[config.mk]
export PLATFORM = sky130hd
export DESIGN_NAME = ram_read_arbiter_flat
export DESIGN_NICKNAME = d
export VERILOG_FILES = /design/src/rtl/ram_arb_pkg.sv /design/src/rtl/ram_read_arbiter_if.sv /design/src/rtl/ram_read_arbiter_rr_arbiter.sv /design/src/rtl/ram_read_arbiter.sv /design/src/flat_wrapper.sv
export SDC_FILE = /design/constraint.sdc
export NUM_CORES = 1
export LEC_CHECK = 0
export CELL_PAD_IN_SITES_DETAIL_PLACEMENT = 1
export CELL_PAD_IN_SITES_GLOBAL_PLACEMENT = 2
export CORE_MARGIN = 1
export CORE_UTILIZATION = 42
export CTS_CLUSTER_DIAMETER = 150
export DETAILED_ROUTE_END_ITERATION = 7
export DONT_BUFFER_PORTS = 1
export GPL_TIMING_DRIVEN = 0
export PLACE_DENSITY = 0.84
export SYNTH_ARGS = -nofsm -noshare
export SYNTH_HDL_FRONTEND = slang
export SYNTH_HIERARCHICAL = 1
export SYNTH_SLANG_ARGS = --single-unit
[constraint.sdc]
create_clock -name clk -period 9.3 [get_ports clk]
set_input_delay 0.93 -clock clk [delete_from_list [all_inputs] [get_ports clk]]
set_output_delay 0.93 -clock clk [all_outputs]
set_load 0.05 [all_outputs]
[src/rtl/ram_arb_pkg.sv]
// Shared types and constants for the RAM read-port arbiter.
//   id_width() : requester-id width, $clog2(n) with a floor of 1
//   RSP_DEPTH  : response buffer depth (the credit limit)
// The {id, data} response entry is a packed struct typedef'd inside the top
// module, sized from id_width() and DATA_WIDTH.
package ram_arb_pkg;

    localparam int unsigned RSP_DEPTH = 2;

    function automatic int unsigned id_width(input int unsigned n);
        return (n < 2) ? 32'd1 : 32'($clog2(n));
    endfunction

endpackage

[src/rtl/ram_read_arbiter_if.sv]
// Request/response channels between NUM_REQ requesters and the arbiter.
//   req_valid/req_ready/req_addr : per-requester read request channel
//   rsp_valid/rsp_ready          : per-requester response handshake
//   rsp_data                     : shared response data, qualified by rsp_valid
// Modports: master = requester side, slave = arbiter side.
interface ram_read_arbiter_if #(
    parameter int unsigned NUM_REQ    = 4,
    parameter int unsigned DATA_WIDTH = 32,
    parameter int unsigned ADDR_WIDTH = 10
);
    logic [NUM_REQ-1:0]                 req_valid;
    logic [NUM_REQ-1:0]                 req_ready;
    logic [NUM_REQ-1:0][ADDR_WIDTH-1:0] req_addr;
    logic [NUM_REQ-1:0]                 rsp_valid;
    logic [NUM_REQ-1:0]                 rsp_ready;
    logic [DATA_WIDTH-1:0]              rsp_data;

    modport master (
        output req_valid, req_addr, rsp_ready,
        input  req_ready, rsp_valid, rsp_data
    );

    modport slave (
        input  req_valid, req_addr, rsp_ready,
        output req_ready, rsp_valid, rsp_data
    );
endinterface

[src/rtl/ram_read_arbiter_rr_arbiter.sv]
// Round-robin arbiter: grants the first requesting index at or after
// last_grant+1 (wrapping); last_grant moves only when advance is high.
//   clk, rst   : clock, synchronous active-high reset
//   req        : request bits
//   enable     : grant permitted this cycle
//   advance    : grant was taken (handshake)
//   grant      : one-hot grant (zero when disabled or no request)
//   grant_idx  : index of the granted requester
module rr_arbiter
    import ram_arb_pkg::*;
#(
    parameter int unsigned NUM_REQ = 4,
    parameter int unsigned IW      = id_width(NUM_REQ)
) (
    input  logic               clk,
    input  logic               rst,
    input  logic [NUM_REQ-1:0] req,
    input  logic               enable,
    input  logic               advance,
    output logic [NUM_REQ-1:0] grant,
    output logic [IW-1:0]      grant_idx
);

    logic [IW-1:0] last_grant;

    // Scan from farthest to nearest so the nearest requester after last_grant wins.
    always_comb begin
        grant     = '0;
        grant_idx = '0;
        if (enable) begin
            for (int unsigned k = NUM_REQ; k >= 1; k--) begin
                automatic int unsigned idx = (32'(last_grant) + k) % NUM_REQ;
                if (req[IW'(idx)]) begin
                    grant     = NUM_REQ'(1) << idx;
                    grant_idx = IW'(idx);
                end
            end
        end
    end

    // Reset to the last index so requester 0 has priority first.
    always_ff @(posedge clk) begin
        if (rst) begin
            last_grant <= IW'(NUM_REQ - 1);
        end else if (advance) begin
            last_grant <= grant_idx;
        end
    end

endmodule

[src/rtl/ram_read_arbiter.sv]
// Shares one 1-cycle-latency RAM read port among NUM_REQ requesters.
// Round-robin grant, one read per cycle, responses returned in issue order
// through a 2-entry buffer so the RAM never stalls.
//   clk, rst       : clock, synchronous active-high reset
//   bus (slave)    : request/response channels of all requesters
//   ram_read_addr  : RAM read address (holds last value when idle)
//   ram_read_data  : RAM read data, valid the cycle after the address
//   grant_count    : per-requester saturating handshake counters
// Optional feature: define LIBSTF_RAM_ARB_STATS_EN to build the counters;
// otherwise grant_count is tied to zero.
module ram_read_arbiter
    import ram_arb_pkg::*;
#(
    parameter int unsigned NUM_REQ    = 4,
    parameter int unsigned DATA_WIDTH = 32,
    parameter int unsigned ADDR_WIDTH = 10
) (
    input  logic                         clk,
    input  logic                         rst,
    ram_read_arbiter_if.slave            bus,
    output logic [ADDR_WIDTH-1:0]        ram_read_addr,
    input  logic [DATA_WIDTH-1:0]        ram_read_data,
    output logic [NUM_REQ-1:0][31:0]     grant_count
);

    localparam int unsigned IW    = id_width(NUM_REQ);
    localparam int unsigned OCC_W = $clog2(RSP_DEPTH + 1);
    localparam int unsigned CW    = OCC_W + 1;

    typedef struct packed {
        logic [IW-1:0]         id;
        logic [DATA_WIDTH-1:0] data;
    } rsp_entry_t;

    logic [OCC_W-1:0]      occ;
    logic                  inflight_valid;
    logic [IW-1:0]         inflight_id;
    rsp_entry_t            buf_q [RSP_DEPTH];
    logic                  rd_ptr;
    logic                  wr_ptr;
    logic [ADDR_WIDTH-1:0] addr_q;
    rsp_entry_t            head;
    logic                  rsp_any;
    logic                  push;
    logic                  pop;
    logic                  credit_ok;
    logic                  issue;
    logic [NUM_REQ-1:0]    grant;
    logic [IW-1:0]         grant_idx;

    assign head    = buf_q[rd_ptr];
    assign rsp_any = (occ != '0) && !rst;
    assign pop     = rsp_any && bus.rsp_ready[head.id];
    assign push    = inflight_valid;

    // Issue only if the read cannot overflow the buffer: occ + inflight - pop < depth.
    assign credit_ok = (CW'(occ) + CW'(inflight_valid)) < (CW'(RSP_DEPTH) + CW'(pop));

    rr_arbiter #(
        .NUM_REQ (NUM_REQ),
        .IW      (IW)
    ) u_rr (
        .clk       (clk),
        .rst       (rst),
        .req       (bus.req_valid),
        .enable    (credit_ok && !rst),
        .advance   (issue),
        .grant     (grant),
        .grant_idx (grant_idx)
    );

    assign issue         = |grant;
    assign bus.req_ready = grant;
    assign ram_read_addr = issue ? bus.req_addr[grant_idx] : addr_q;

    // Head of the buffer drives the response of its owner only.
    always_comb begin
        bus.rsp_valid = '0;
        if (rsp_any) begin
            bus.rsp_valid[head.id] = 1'b1;
        end
    end
    assign bus.rsp_data = head.data;

    // Control state: in-flight tracker, pointers, occupancy, idle address.
    always_ff @(posedge clk) begin
        if (rst) begin
            occ            <= '0;
            inflight_valid <= 1'b0;
            inflight_id    <= '0;
            rd_ptr         <= 1'b0;
            wr_ptr         <= 1'b0;
            addr_q         <= '0;
        end else begin
            inflight_valid <= issue;
            if (issue) begin
                inflight_id <= grant_idx;
                addr_q      <= bus.req_addr[grant_idx];
            end
            if (push) begin
                wr_ptr <= ~wr_ptr;
            end
            if (pop) begin
                rd_ptr <= ~rd_ptr;
            end
            occ <= occ + OCC_W'(push) - OCC_W'(pop);
        end
    end

    // Buffer storage; contents are don't-care while occ says empty.
    always_ff @(posedge clk) begin
        if (!rst && push) begin
            buf_q[wr_ptr] <= '{id: inflight_id, data: ram_read_data};
        end
    end

`ifdef LIBSTF_RAM_ARB_STATS_EN
    for (genvar gi = 0; gi < NUM_REQ; gi++) begin : g_stats
        always_ff @(posedge clk) begin
            if (rst) begin
                grant_count[gi] <= '0;
            end else if (grant[gi] && (grant_count[gi] != '1)) begin
                grant_count[gi] <= grant_count[gi] + 32'd1;
            end
        end
    end
`else
    assign grant_count = '0;
`endif

endmodule

[src/flat_wrapper.sv]
// flat-port wrapper written by rule: the top's interface ports become plain ports
module ram_read_arbiter_flat import ram_arb_pkg::*;
#(
    parameter int unsigned NUM_REQ    = 4,
    parameter int unsigned DATA_WIDTH = 32,
    parameter int unsigned ADDR_WIDTH = 10
)
  (clk, rst, ram_read_addr, ram_read_data, grant_count, bus_req_valid, bus_req_addr, bus_rsp_ready, bus_req_ready, bus_rsp_valid, bus_rsp_data);
  ram_read_arbiter_if #(.NUM_REQ(NUM_REQ), .DATA_WIDTH(DATA_WIDTH), .ADDR_WIDTH(ADDR_WIDTH)) bus_i ();
  input  logic clk;
  input  logic rst;
  output logic [ADDR_WIDTH-1:0] ram_read_addr;
  input  logic [DATA_WIDTH-1:0] ram_read_data;
  output logic [NUM_REQ-1:0][31:0] grant_count;
  input wire logic [$bits(bus_i.req_valid)-1:0] bus_req_valid;
  input wire logic [$bits(bus_i.req_addr)-1:0] bus_req_addr;
  input wire logic [$bits(bus_i.rsp_ready)-1:0] bus_rsp_ready;
  output wire logic [$bits(bus_i.req_ready)-1:0] bus_req_ready;
  output wire logic [$bits(bus_i.rsp_valid)-1:0] bus_rsp_valid;
  output wire logic [$bits(bus_i.rsp_data)-1:0] bus_rsp_data;
  assign bus_i.req_valid = bus_req_valid;
  assign bus_i.req_addr = bus_req_addr;
  assign bus_i.rsp_ready = bus_rsp_ready;
  assign bus_req_ready = bus_i.req_ready;
  assign bus_rsp_valid = bus_i.rsp_valid;
  assign bus_rsp_data = bus_i.rsp_data;
  ram_read_arbiter #(.NUM_REQ(NUM_REQ), .DATA_WIDTH(DATA_WIDTH), .ADDR_WIDTH(ADDR_WIDTH)) u_core (.clk(clk), .rst(rst), .bus(bus_i), .ram_read_addr(ram_read_addr), .ram_read_data(ram_read_data), .grant_count(grant_count));
endmodule
==> run_1/wire_density.png <==
The bar under the picture is 20 um long. The die is cut into 23 by 23 equal tiles; black is low, pale yellow is high, scaled to the fullest tile. Values are wire area over tile area, all layers added.
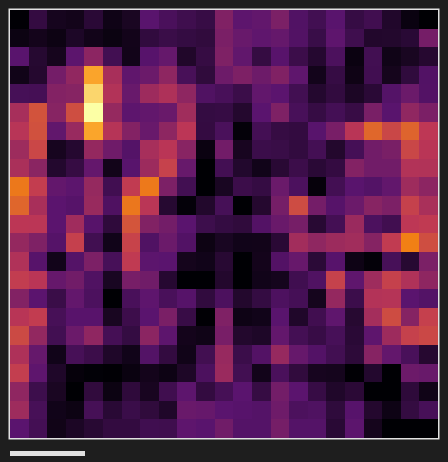
emptiest ninth of the die: center
tiles over half the peak: 7.4%
fullest tile: 0.58
mean over tiles: 0.14
per-cell routed wire length: 15.0 um
routed via count: 3,181
total wire length: 11,000 um
gr usage total: 16.5%

==> run_1/density.png <==
The bar under the picture is 20 um long. The die is cut into 11 by 11 equal tiles; black is low, pale yellow is high, 0 to 100% covered.
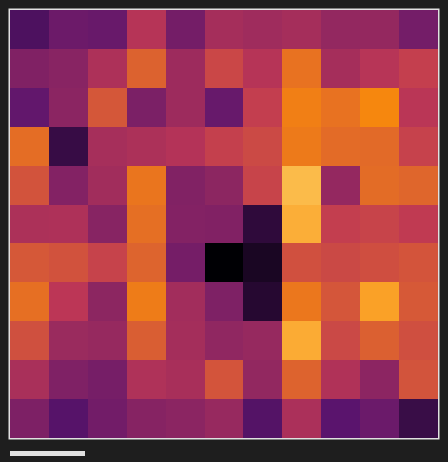
fullest tile: 85%
mean over tiles: 47%
densest ninth of the die: east
tiles over 75% full: 3.3%
nearly empty tiles: 0.80%
floorplan core density: 43.4%
Layout Utilization: 51.8%
CORE AREA: 12,100 um^2

==> qor.txt, run 1 <==
status - finished, final reports clean
Finished Layout Cells - 735
xor/xnor cell area share of the yosys netlist - 0.502%
Plain + repair buffers - 149
Comb group - 1190 uW
power density cells - 325 nW/um^2
Avg Inst Size Synth - 12.5 um^2
Main synth FF type - edfxtp_1
Clock power frac - 15.9%
post-synthesis adder-cell area fraction - 2.39%
RSZ-0062 raised after global routing - no
synthesized cell area - 5230 um^2
Max IR drop VDD - 245 uV
WL met2 - 5920 um
final setup fails - 0
Top cell area share - 39.0%
internal power - 1040 uW
Hold Vio Cnt, Final - 0
pre-CTS setup slack - 3960 ps
Flops - 88
==> run_1/met2.png <==
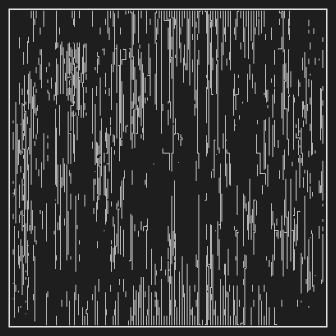
longest straight run: 46.6 um
wire length on this layer: 5,920 um
share of all routed wire: 54%
Global Route met2 Usage: 31.3%

[run 1: path summary, 6_finish.rpt]
path,startpoint,end,slack (ps),cells after the start
max reg2reg,u_core/u_rr/last_grant[0],u_core/addr_q[7],4520,13
min,u_core/inflight_id[0],u_core/buf_q[1][32],470,0
min reg2reg,u_core/inflight_id[0],u_core/buf_q[1][32],470,0
max,u_core/u_rr/last_grant[0],ram_read_addr[3],3590,12
[run 1: worst max-delay path, cell delays in order, from the launching register on]
cell      delay [ps]
dfxtp_1          480
buf_6            190
buf_2            250
inv_1            150
ha_1             340
buf_2            250
mux2_2           370
and2_1           210
a221oi_1         390
o21ai_1          480
nor4_4           570
buf_4            270
mux2_2           490
==> inputs of run 2 (changes only) <==
--- a/config.mk
+++ b/config.mk
@@ -8,12 +8,12 @@
 export CELL_PAD_IN_SITES_DETAIL_PLACEMENT = 1
 export CELL_PAD_IN_SITES_GLOBAL_PLACEMENT = 2
 export CORE_MARGIN = 1
-export CORE_UTILIZATION = 42
+export CORE_UTILIZATION = 39
 export CTS_CLUSTER_DIAMETER = 150
 export DETAILED_ROUTE_END_ITERATION = 7
 export DONT_BUFFER_PORTS = 1
 export GPL_TIMING_DRIVEN = 0
-export PLACE_DENSITY = 0.84
+export PLACE_DENSITY = 0.78
 export SYNTH_ARGS = -nofsm -noshare
 export SYNTH_HDL_FRONTEND = slang
 export SYNTH_HIERARCHICAL = 1
==> constraint.sdc (replaced) <==
create_clock -name clk -period 5.5 [get_ports clk]
set_input_delay 0.55 -clock clk [delete_from_list [all_inputs] [get_ports clk]]
set_output_delay 0.55 -clock clk [all_outputs]
set_load 0.05 [all_outputs]
==> run_2/density.png <==
The bar under the picture is 20 um long. The die is cut into 12 by 12 equal tiles; black is low, pale yellow is high, 0 to 100% covered.
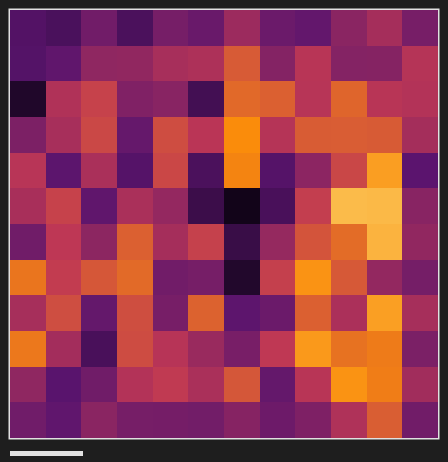
fullest tile: 85%
mean over tiles: 44%
tiles over 75% full: 6.2%
Layout Utilization: 49.3%
CORE AREA: 12,800 um^2
floorplan core density: 40.8%

==> run_2/met1.png <==
The bar under the picture is 20 um long.
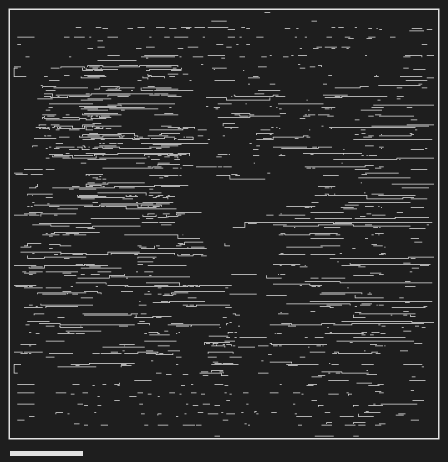
nets with wire on the layer: 563
main direction: horizontal
longest straight run: 33.6 um
total wire length: 11,300 um
routed via count: 3,204
grt met1 use: 16.2%

==> qor.txt, run 2 <==
Worst R2R Start - u_core/u_rr/last_grant[1]
per-cell routed wire length - 15.2 um (+1.8%)
buffering overhead - 18.0%
synthesized cell area - 5230 um^2 (unchanged)
# hold bufs at CTS - 0
I/O Buffers - 0
RSZ-0062 raised after global routing - no
Avg Inst Size Synth - 12.5 um^2 (unchanged)
Main synth FF type - edfxtp_1
status - finished, final reports clean
pre-CTS setup slack - 541 ps (-3420 ps)
Hold Path Depth - 0 (unchanged)
end of the critical path - ram_read_addr[1]
CP top delay family - buffers and inverters
Hold Crit Start - ram_read_data[20]
Slowest-stage cell, CP - dfxtp_1
Levels on crit path - 11 (-1)
Finished Layout Cells - 741 (+0.82%)
worst reg2reg setup slack - 920 ps (-3600 ps)
WP buf/inv - 4 (-1)
Largest stage delay, worst path - 550 ps (-20 ps)
gr usage total - 16.2% (-0.26 points)
r2r endpoint - u_core/addr_q[6]
max reg flops - 68
Comb group - 2020 uW (+70%)
final setup fails - 0 (unchanged)
I/O pin count - 260
power density cells - 553 nW/um^2 (+70%)
pin count of the biggest net entering global routing - 16
Hold Crit Endpoint - u_core/buf_q[1][20]
FF-to-FF path depth - 12 (-1)
cells along the critical path - clkbuf_1, inv_1, ha_1, buf_2, mux2_2, and2_1, a221oi_1, o21ai_2, nor4_4, buf_4, mux2_2
Top cell area share - 39.0% (unchanged)
gr ovfl total - 0
Worst EP arrival - 4610 ps
Worst Setup SP - u_core/u_rr/last_grant[1]
most frequent logic cell in the layout - buf_4
Hold Vio Cnt, Final - 0 (unchanged)
Global Route met2 Usage - 30.6% (-0.75 points)
CTS max path bufs - 2
CP most frequent cell - mux2_2
Nets - 656
internal power - 1800 uW (+74%)
Max IR drop VDD - 547 uV (+120%)
WL met2 - 6130 um (+3.5%)
Plain + repair buffers - 151 (+1.3%)
sequential share of power - 25.1%
tapcell count - 172
Clock power frac - 17.2% (+1.3 points)
[run 2: cell count changes in the layout (fill, tap and decap cells not counted), sizes merged]
cell / change
bufinv: +1
clkbuf: -1
clkinvlp: +1
inv: -1
buf: +2
[run 2: kinds of logic (layout without fill, tap and decap cells)]
group | count (synthesis) | after routing | share of synthesized area, %
AOI/OAI and AO/OA | 35 | 35 | 5.00
xor gates and xnor gates | 3 | 3 | 0.502
adders and majority gates | 10 | 10 | 2.39
buffers and inverters | 155 | 177 | 21.0
DFF | 88 | 88 | 46.7
muxes | 73 | 73 | 18.7
other | 1 | 128 | 0.0717
and+or+nand+nor | 55 | 55 | 5.62
Power and IR drop assume default switching activity.
